`src/rtl/pc_steer_unit.sv`:
```
// pc_steer_unit: owns the fetch PC, picks next PC (EX mispredict > JAL/JALR > stall hold > predictor),
// raises IF/ID + ID/EX flushes on redirects and carries the fetch prediction tag IF->ID->EX.
// Redirect reaches IMEM 1 clock after assertion. Optional perf counters: define PC_STEER_PERF_EN.
module pc_steer_unit #(
  parameter logic [31:0] RESET_PC = 32'h0000_0000,
  parameter int unsigned CNT_W    = 32
) (
  input  logic        clk,
  input  logic        rstn,
  input  logic [31:0] IF_next_PC,
  input  logic [31:0] EX_next_PC,
  input  logic        Predict_Flush,
  input  logic        jalr_valid,
  input  logic [31:0] jalr_target,
  input  logic        stall,
  output logic [31:0] PC,
  output logic [29:0] IF_PC_w,
  output logic        flush_ifid,
  output logic        flush_idex,
  output logic        ex_pred_taken,
  output logic        redirect_err
`ifdef PC_STEER_PERF_EN
  ,
  output logic [CNT_W-1:0] perf_redirects,
  output logic [CNT_W-1:0] perf_flush_cycles,
  output logic [CNT_W-1:0] perf_stall_cycles
`endif
);

  // A zero-width counter makes no sense; reject it at elaboration.
  if (CNT_W < 1) begin : g_cnt_w_chk
    $error("pc_steer_unit: CNT_W must be at least 1");
  end

  // BOOT is a one-cycle bubble after reset: PC is held so RESET_PC is fetched
  // into a clean IF/ID; RECOVER marks the cycle after a redirect (refilled slots).
  localparam logic [1:0] ST_BOOT    = 2'b00;
  localparam logic [1:0] ST_RUN     = 2'b01;
  localparam logic [1:0] ST_RECOVER = 2'b10;

  logic [1:0]  state_q, state_d;
  logic [31:0] pc_q, pc_d;
  logic        pt_id_q, pt_id_d;
  logic        pt_ex_q, pt_ex_d;
  logic        err_q, err_d;

  logic        in_boot;
  logic        redirect;
  logic        flush;
  logic        pt_if;
  logic [31:0] redir_tgt;

  assign in_boot   = (state_q == ST_BOOT);
  assign redirect  = Predict_Flush | jalr_valid;
  // EX mispredict correction outranks a JAL/JALR in the same cycle.
  assign redir_tgt = Predict_Flush ? EX_next_PC : jalr_target;
  assign flush     = in_boot | redirect;
  // Fetch "guessed taken" whenever the predictor steers anywhere but the fall-through.
  assign pt_if     = (IF_next_PC != (pc_q + 32'd4));

  assign PC            = pc_q;
  assign IF_PC_w       = pc_q[31:2];
  assign flush_ifid    = flush;
  assign flush_idex    = flush;
  assign ex_pred_taken = pt_ex_q;
  assign redirect_err  = err_q;

  // Next-PC selection, FSM transition and sticky alignment error.
  always_comb begin
    state_d = state_q;
    pc_d    = pc_q;
    err_d   = err_q;
    case (state_q)
      ST_RUN, ST_RECOVER: begin
        state_d = redirect ? ST_RECOVER : ST_RUN;
        if (redirect) begin
          // Misaligned targets are forced to the word below and flagged.
          pc_d = {redir_tgt[31:2], 2'b00};
          if (redir_tgt[1:0] != 2'b00) begin
            err_d = 1'b1;
          end
        end else if (!stall) begin
          pc_d = IF_next_PC;
        end
      end
      default: begin
        // BOOT (or any illegal encoding): hold PC, ignore redirects, go run.
        state_d = ST_RUN;
      end
    endcase
  end

  // Prediction tag pipe: flush clears, stall holds ID and bubbles EX.
  always_comb begin
    pt_id_d = pt_id_q;
    pt_ex_d = pt_ex_q;
    if (flush) begin
      pt_id_d = 1'b0;
      pt_ex_d = 1'b0;
    end else if (stall) begin
      pt_ex_d = 1'b0;
    end else begin
      pt_id_d = pt_if;
      pt_ex_d = pt_id_q;
    end
  end

  // State registers; async reset drops back to BOOT from anywhere.
  always_ff @(posedge clk or negedge rstn) begin
    if (!rstn) begin
      state_q <= ST_BOOT;
      pc_q    <= RESET_PC;
      pt_id_q <= 1'b0;
      pt_ex_q <= 1'b0;
      err_q   <= 1'b0;
    end else begin
      state_q <= state_d;
      pc_q    <= pc_d;
      pt_id_q <= pt_id_d;
      pt_ex_q <= pt_ex_d;
      err_q   <= err_d;
    end
  end

`ifdef PC_STEER_PERF_EN
  logic [CNT_W-1:0] perf_red_q;
  logic [CNT_W-1:0] perf_flush_q;
  logic [CNT_W-1:0] perf_stall_q;

  assign perf_redirects    = perf_red_q;
  assign perf_flush_cycles = perf_flush_q;
  assign perf_stall_cycles = perf_stall_q;

  // Saturating event counters: redirect requests, flush cycles, stall cycles.
  always_ff @(posedge clk or negedge rstn) begin
    if (!rstn) begin
      perf_red_q   <= '0;
      perf_flush_q <= '0;
      perf_stall_q <= '0;
    end else begin
      if (redirect && (perf_red_q != '1)) begin
        perf_red_q <= perf_red_q + CNT_W'(1);
      end
      if (flush && (perf_flush_q != '1)) begin
        perf_flush_q <= perf_flush_q + CNT_W'(1);
      end
      if (stall && (perf_stall_q != '1)) begin
        perf_stall_q <= perf_stall_q + CNT_W'(1);
      end
    end
  end
`endif

endmodule
```
`config.mk`:
```
export PLATFORM = sky130hd
export DESIGN_NAME = pc_steer_unit
export DESIGN_NICKNAME = d
export VERILOG_FILES = /design/src/rtl/pc_steer_unit.sv
export SDC_FILE = /design/constraint.sdc
export NUM_CORES = 1
export LEC_CHECK = 0
export CAP_MARGIN = 20
export CORE_MARGIN = 10
export CORE_UTILIZATION = 46
export CTS_BUF_LIST = sky130_fd_sc_hd__clkbuf_4 sky130_fd_sc_hd__clkbuf_8
export CTS_CLUSTER_DIAMETER = 80
export DETAILED_ROUTE_END_ITERATION = 10
export GPL_TIMING_DRIVEN = 0
export PLACE_DENSITY = 0.95
export SYNTH_ARGS = -nofsm -noshare
export SYNTH_HDL_FRONTEND = slang
export SYNTH_SLANG_ARGS = --single-unit
```
`constraint.sdc`:
```
create_clock -name clk -period 5.2 [get_ports clk]
set_input_delay 1.04 -clock clk [delete_from_list [all_inputs] [get_ports clk]]
set_output_delay 1.04 -clock clk [all_outputs]
set_load 0.1 [all_outputs]
```
Run 1, sizing map:
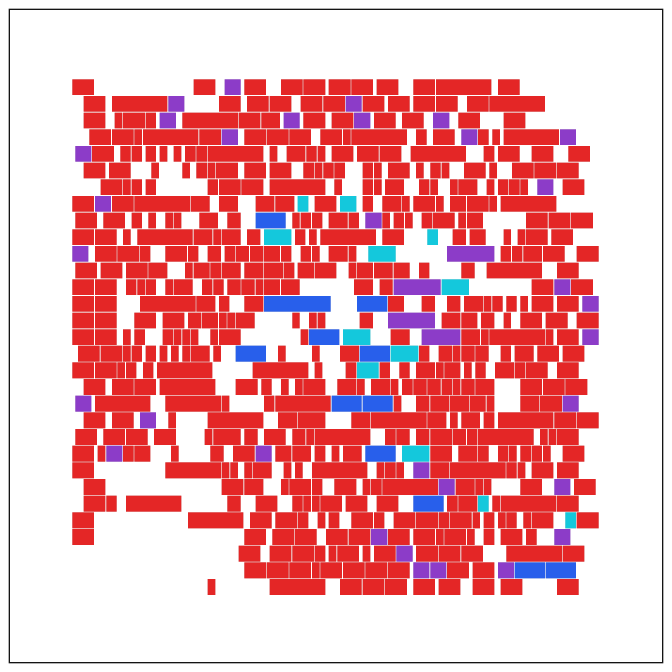
legend:
  x3 and x4:
    colour: purple
    cells: 36
  x6 and larger:
    colour: blue
    cells: 12
  x2:
    colour: cyan
    cells: 12
  x1 and smaller:
    colour: red
    cells: 540
final worst slack: 1.26 ns
area added between synthesis and finish: 54.4%
Signal buffers: 224

Run 1, the clock network:
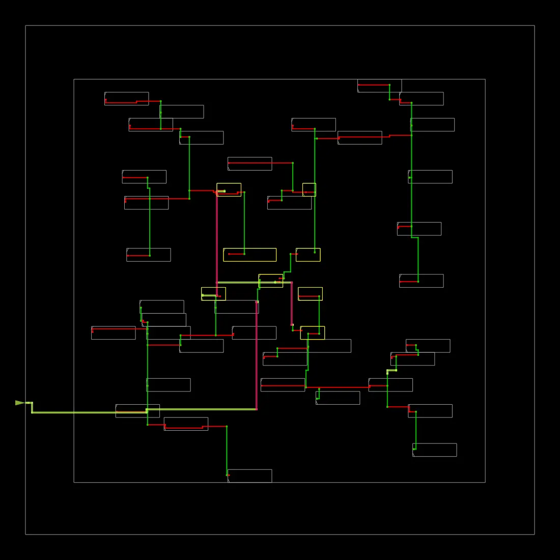
number of buffers created by CTS: 5
count of clock-net buffers in the final layout: 7
total number of clock tree sinks: 37
Clock Skews: 0.0101 ns
number of sequential cells: 37

==> impl_metrics.yaml, run 1 <==
# yosys + openroad results
cts:
  cts_tree: "built"
  postCtsSetupBuffers: 0
  clkSlewWorstSetupHoldPaths_ns: 0.08
  ctsHoldBuffers: 0
  clkLatencyLatePin_ns: 0.29
  clockRootBuffer: "clkbuf_8"
  cts_htree_levels: 2
final_timing:
  achievable_clock_frequency_mhz: 254
  hold_violations: 0
  rsz0062_at_grt: "false"
  finalSetupViolations: 0
  relSlewSlack_pct: 30.9
  timing.final.max_slew_violations: 0
  period_minus_slack_ns: 3.94
synthesis:
  synthesis.area_um2: 3440
  ys_ff: 37
  enable_flop_cells: 0
  syn_area_per_cell_um2: 8.01
  synth_area_leader_cell: "dfrtp_1"
  yosys-stat-cells: 429
  syn_inst: 429
  floorplan.nets: 532
floorplanning:
  io_pins: 167
  core-area_um2: 7250
  die_area_um2: 11300
worst_setup_path:
  timing.critical_path.slowest_stage_cell: "clkdlybuf4s50_1"
  worst_path_largest_cell_delay_ns: 1.15
  worst-endpoint-required_ns: 4.16
status:
  status: "finished clean"
final_layout:
  antenna_cells: 0
  fin_util_pct: 73.2
  finish.net_count: 702
  share_of_post_route_cells_with_drive_strength_above_1_pct: 10.0
placement:
  placed_cells_incl_taps: 691
  placement.io_buffers: 163
  routabilityCongestion: 0.808
  hpwlAfterDp_um: 10200
route:
  vias_per_cell: 5.51
  drt-initial-drc-count: 200
  drt-pass1-iter-count: 5
  antenna_violating_nets_post_route: 0
global_route:
  number_of_global_route_vias_before_repair: 4058
  pin_count_of_the_biggest_net_entering_global_routing: 38
  grt_first_pass_wirelength_um: 20000
  overflow: 0
flow_run:
  warning_count: 26
  drv_cap: 0
Run 1, signal wires on met1:
Supply wires on this layer in grey.
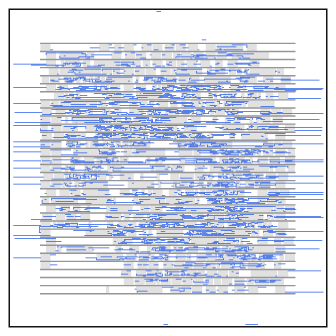
nets with wire on the layer: 635
share of all routed wire: 37%
longest straight run: 25.3 um
wire length on this layer: 4,670 um
routed vias: 3,852
GR Layer Usage met1: 22.6%
detailed-route wire length: 12,700 um

-- run 1: sequential cells by signal, indices dropped and copies added (netlist names) --
| signal | flops |
|---|---|
| state_q | 2 |
| PC | 32 |
| ex_pred_taken | 1 |
| redirect_err | 1 |
| pt_id_q | 1 |
-- run 1: kinds of logic after synthesis --
family / after synthesis / synth area share [%]
simple gates: 151 / 23.6
compound gates: 97 / 16.2
buf+inv: 67 / 12.3
xor+xnor: 43 / 11.0
flops: 37 / 26.9
mux: 32 / 9.32
fa+ha+maj: 2 / 0.728
-- run 1: path summary, 6_finish.rpt --
| kind | slack, ns | start | end | cells past startpoint |
|---|---|---|---|---|
| worst max-delay path | 1.26 | Predict_Flush | flush_ifid | 4 |
| worst min-delay path | 0.49 | redirect_err$_DFFE_PN0P_ | redirect_err$_DFFE_PN0P_ | 1 |
| worst max register to register | 2.70 | PC[6]$_DFFE_PN0P_ | pt_id_q$_DFFE_PN0P_ | 8 |
| worst min register to register | 0.49 | redirect_err$_DFFE_PN0P_ | redirect_err$_DFFE_PN0P_ | 1 |
| max in group asynchronous | 3.78 | rstn | PC[29]$_DFFE_PN0P_ | 1 |
| min in group asynchronous | 0.87 | rstn | PC[12]$_DFFE_PN0P_ | 1 |
-- run 1: cell usage in the layout (no fill, tap or decap), drive strengths merged, types with 3 or more instances in the layout --
master         Yosys  routed
a211oi             6       6
a21o               3       3
a21oi             36      36
a31oi              6       6
and3               3       3
and4               6       6
buf               38      39
clkbuf            23      30
clkdlybuf4s50      0     162
dfrtp             37      37
inv                6       6
mux2i             32      32
nand2             47      47
nand3             14      14
nand3b             3       3
nand4             14      14
nor2              42      42
nor3               5       5
nor4               9       9
o21ai             36      36
xnor2             24      24
xor2              19      19
-- run 1: metrics by stage --
stage	setup WS, ns	cell area (um^2)	hold WS (ns)
CTS	1.23	5310	0.496
finish	1.26	5310	0.485
global route	1.15	5310	0.532
global placement	1.24	5190	0.441
floorplan	1.66	3440	0.480
detailed placement	1.24	5190	0.476
-- run 1: metal layers --
| metal | global-route usage (%) | part of all wire (%) | wire length, um | up-vias |
|---|---|---|---|---|
| met3 | 5.80 | 8.1 | 1020 | 33 |
| met5 | 0 | 0 | 0 | - |
| met1 | 22.6 | 37 | 4670 | 1799 |
| met4 | 6.00 | 2.5 | 313 | 0 |
| li1 | - | - | - | 1818 |
| met2 | 39.8 | 53 | 6660 | 202 |
-- run 1: worst max-delay path, delay by kind of cell --
family | cells | cell delay (ns)
buffers and inverters | 3 | 1.62
AND/OR/NAND/NOR | 1 | 0.24
-- run 1: cell type report --
type,count,area (um^2),area share [%]
Tap cell,99,124,2.33
Sequential cell,37,926,17.4
Multi-Input combinational cell,325,2090,39.4
Buffer,61,399,7.52
Inverter,6,22.5,0.424
Timing Repair Buffer,163,1630,30.6
Clock buffer,7,90.1,1.70
Clock inverter,1,30.0,0.566
Run 1, placement by cell class:
Scale bar: 20 um.
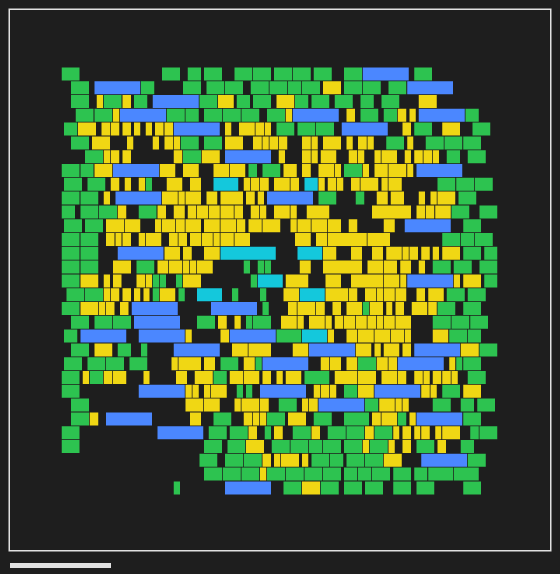

==> run 2: changes to the inputs <==
Settings changed: CORE_UTILIZATION 46 to 38, PLACE_DENSITY 0.95 to 0.86.
Clock period 5.2 ns to 3.6 ns, I/O delays scaled along.
Run 2, placement by cell class:
Scale bar: 20 um.
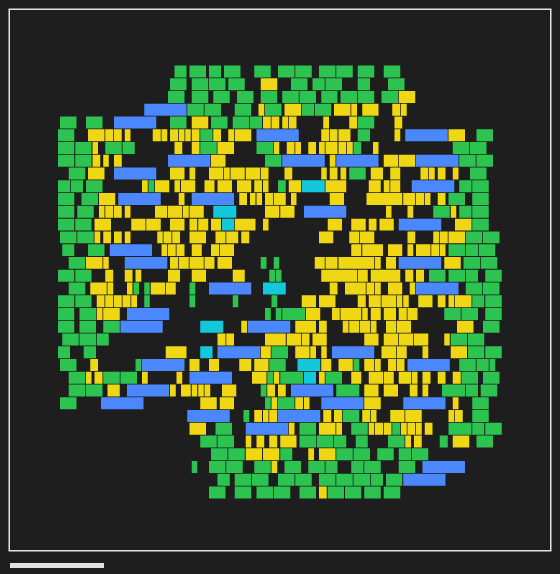
legend:
  remaining logic cells:
    colour: yellow
    cells: 331
    share_of_their_area: 41%
  remaining buffers and delay cells:
    colour: green
    cells: 224
    share_of_their_area: 39%
  registers:
    colour: blue
    cells: 37
    share_of_their_area: 18%
  clock drivers and dummy loads:
    colour: cyan
    cells: 8
    share_of_their_area: 1.8%
site row count: 34
finished layout cell area: 5290 um^2
post-route core utilization: 60.4%
sequential cell area share: 17.5%
placeable core area: 8760 um^2

Run 2, sizing map:
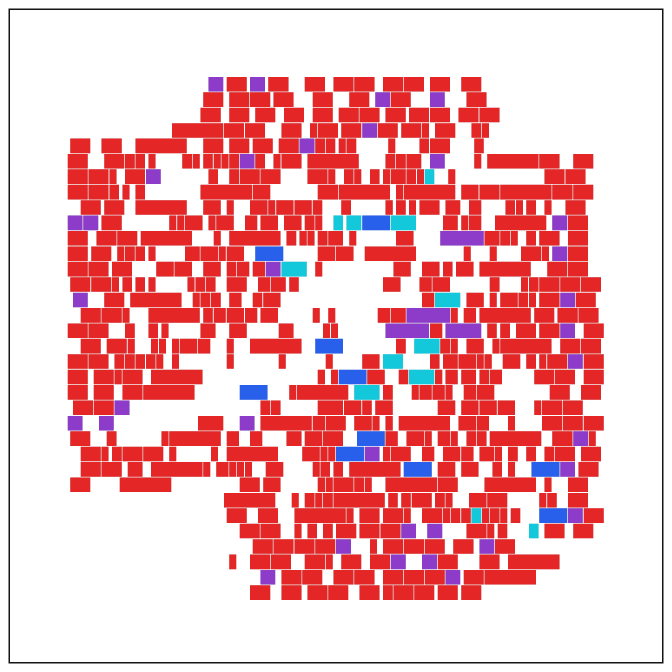
area added between synthesis and finish: 53.9%
final worst slack: 0.296 ns

==> impl_metrics.yaml, run 2 <==
# yosys + openroad results
final_timing:
  timing.final.max_slew_violations: 0
  rsz0062_at_grt: "false"
  relSlewSlack_pct: 32.1
  clock_skew_ns: 0.00737
  achievable_clock_frequency_mhz: 303
  hold_violations: 0
floorplanning:
  io_pins: 167
  die_area_um2: 13200
global_route:
  number_of_global_route_vias_before_repair: 3859
  grt_first_pass_wirelength_um: 19600
  pin_count_of_the_biggest_net_entering_global_routing: 38
cts:
  cts_made_buffers: 5
  clkSlewWorstSetupHoldPaths_ns: 0.07
  ctsHoldBuffers: 0
  numClockSinks: 37
  cts_tree: "built"
  cts_htree_levels: 2
  clkLatencyLatePin_ns: 0.29
  clockRootBuffer: "clkbuf_8"
  postCtsSetupBuffers: 0
synthesis:
  synth_area_leader_cell: "dfrtp_1"
  floorplan.nets: 532
  ys_ff: 37
  enable_flop_cells: 0
  syn_inst: 429
final_layout:
  share_of_post_route_cells_with_drive_strength_above_1_pct: 10.0
  finish.net_count: 702
  comb_area_um2: 2090
  lay_top_cells: "162 x clkdlybuf4s50_1, 47 x nand2_1, 42 x nor2_1"
route:
  routed-via-count: 3720
  drt-initial-drc-count: 136
  postRouteWirelength_um: 12400
  antenna_violating_nets_post_route: 0
worst_setup_path:
  critPathLaunch: "Predict_Flush"
  regToRegStartpoint: "PC[6]$_DFFE_PN0P_"
  timing.critical_path.slowest_stage_cell: "clkdlybuf4s50_1"
placement:
  routabilityCongestion: 0.880
  placement.io_buffers: 163
  placed_cells_incl_taps: 700
status:
  status: "finished clean"
flow_run:
  warning_count: 26
==> run 2: cell counts after synthesis <==
No cell type changed its count.
==> run 2: layout make-up <==
| class | instances | share of cell area (%) |
|---|---|---|
| clock buffer | 8 | 1.73 |
| inverter | 6 | 0.426 |
| timing repair buffer | 163 | 30.7 |
| multi-input combinational | 325 | 39.5 |
| tap | 108 | 2.55 |
| buffer | 61 | 7.54 |
| sequential | 37 | 17.5 |
==> run 2: worst paths after layout <==
kind                                            endpoint  slack [ns]  cells after the start
worst max-delay path                          flush_ifid        0.30                      4
worst min-delay path            redirect_err$_DFFE_PN0P_        0.46                      1
worst max register to register       pt_id_q$_DFFE_PN0P_        1.01                      8
worst min register to register  redirect_err$_DFFE_PN0P_        0.46                      1
max in group asynchronous              PC[5]$_DFFE_PN0P_        2.49                      1
min in group asynchronous              PC[8]$_DFFE_PN0P_        0.53                      1
==> run 2: cell families after synthesis <==
group,after synthesis,synth area share [%]
AND/OR/NAND/NOR,151,23.6
AND-OR/OR-AND,97,16.2
buffers and inverters,67,12.3
XOR/XNOR,43,11.0
flip-flops,37,26.9
multiplexers,32,9.32
adder cells (fa/ha/maj),2,0.728
==> run 2: routing by layer <==
layer | vias to the layer above | GRT usage, % | share of wire, %
li1 | 1819 | - | -
met1 | 1750 | 19.8 | 39
met2 | 134 | 32.5 | 52
met3 | 17 | 5.57 | 7.6
met4 | 0 | 4.46 | 1.5
met5 | - | 0 | 0
==> run 2: critical path: cells and delay by family <==
kind | cells | cell delay (ns)
and+or+nand+nor | 1 | 0.25
buffers and inverters | 3 | 1.60
==> run 2: per-stage QoR <==
step / hold WS (ns) / area, um^2 / setup slack, ns
final: 0.460 / 5290 / 0.296
after global placement: 0.439 / 5200 / 0.258
after CTS: 0.464 / 5290 / 0.262
after floorplan: 0.424 / 3440 / 0.703
after detailed placement: 0.448 / 5200 / 0.266
after global routing: 0.490 / 5290 / 0.204
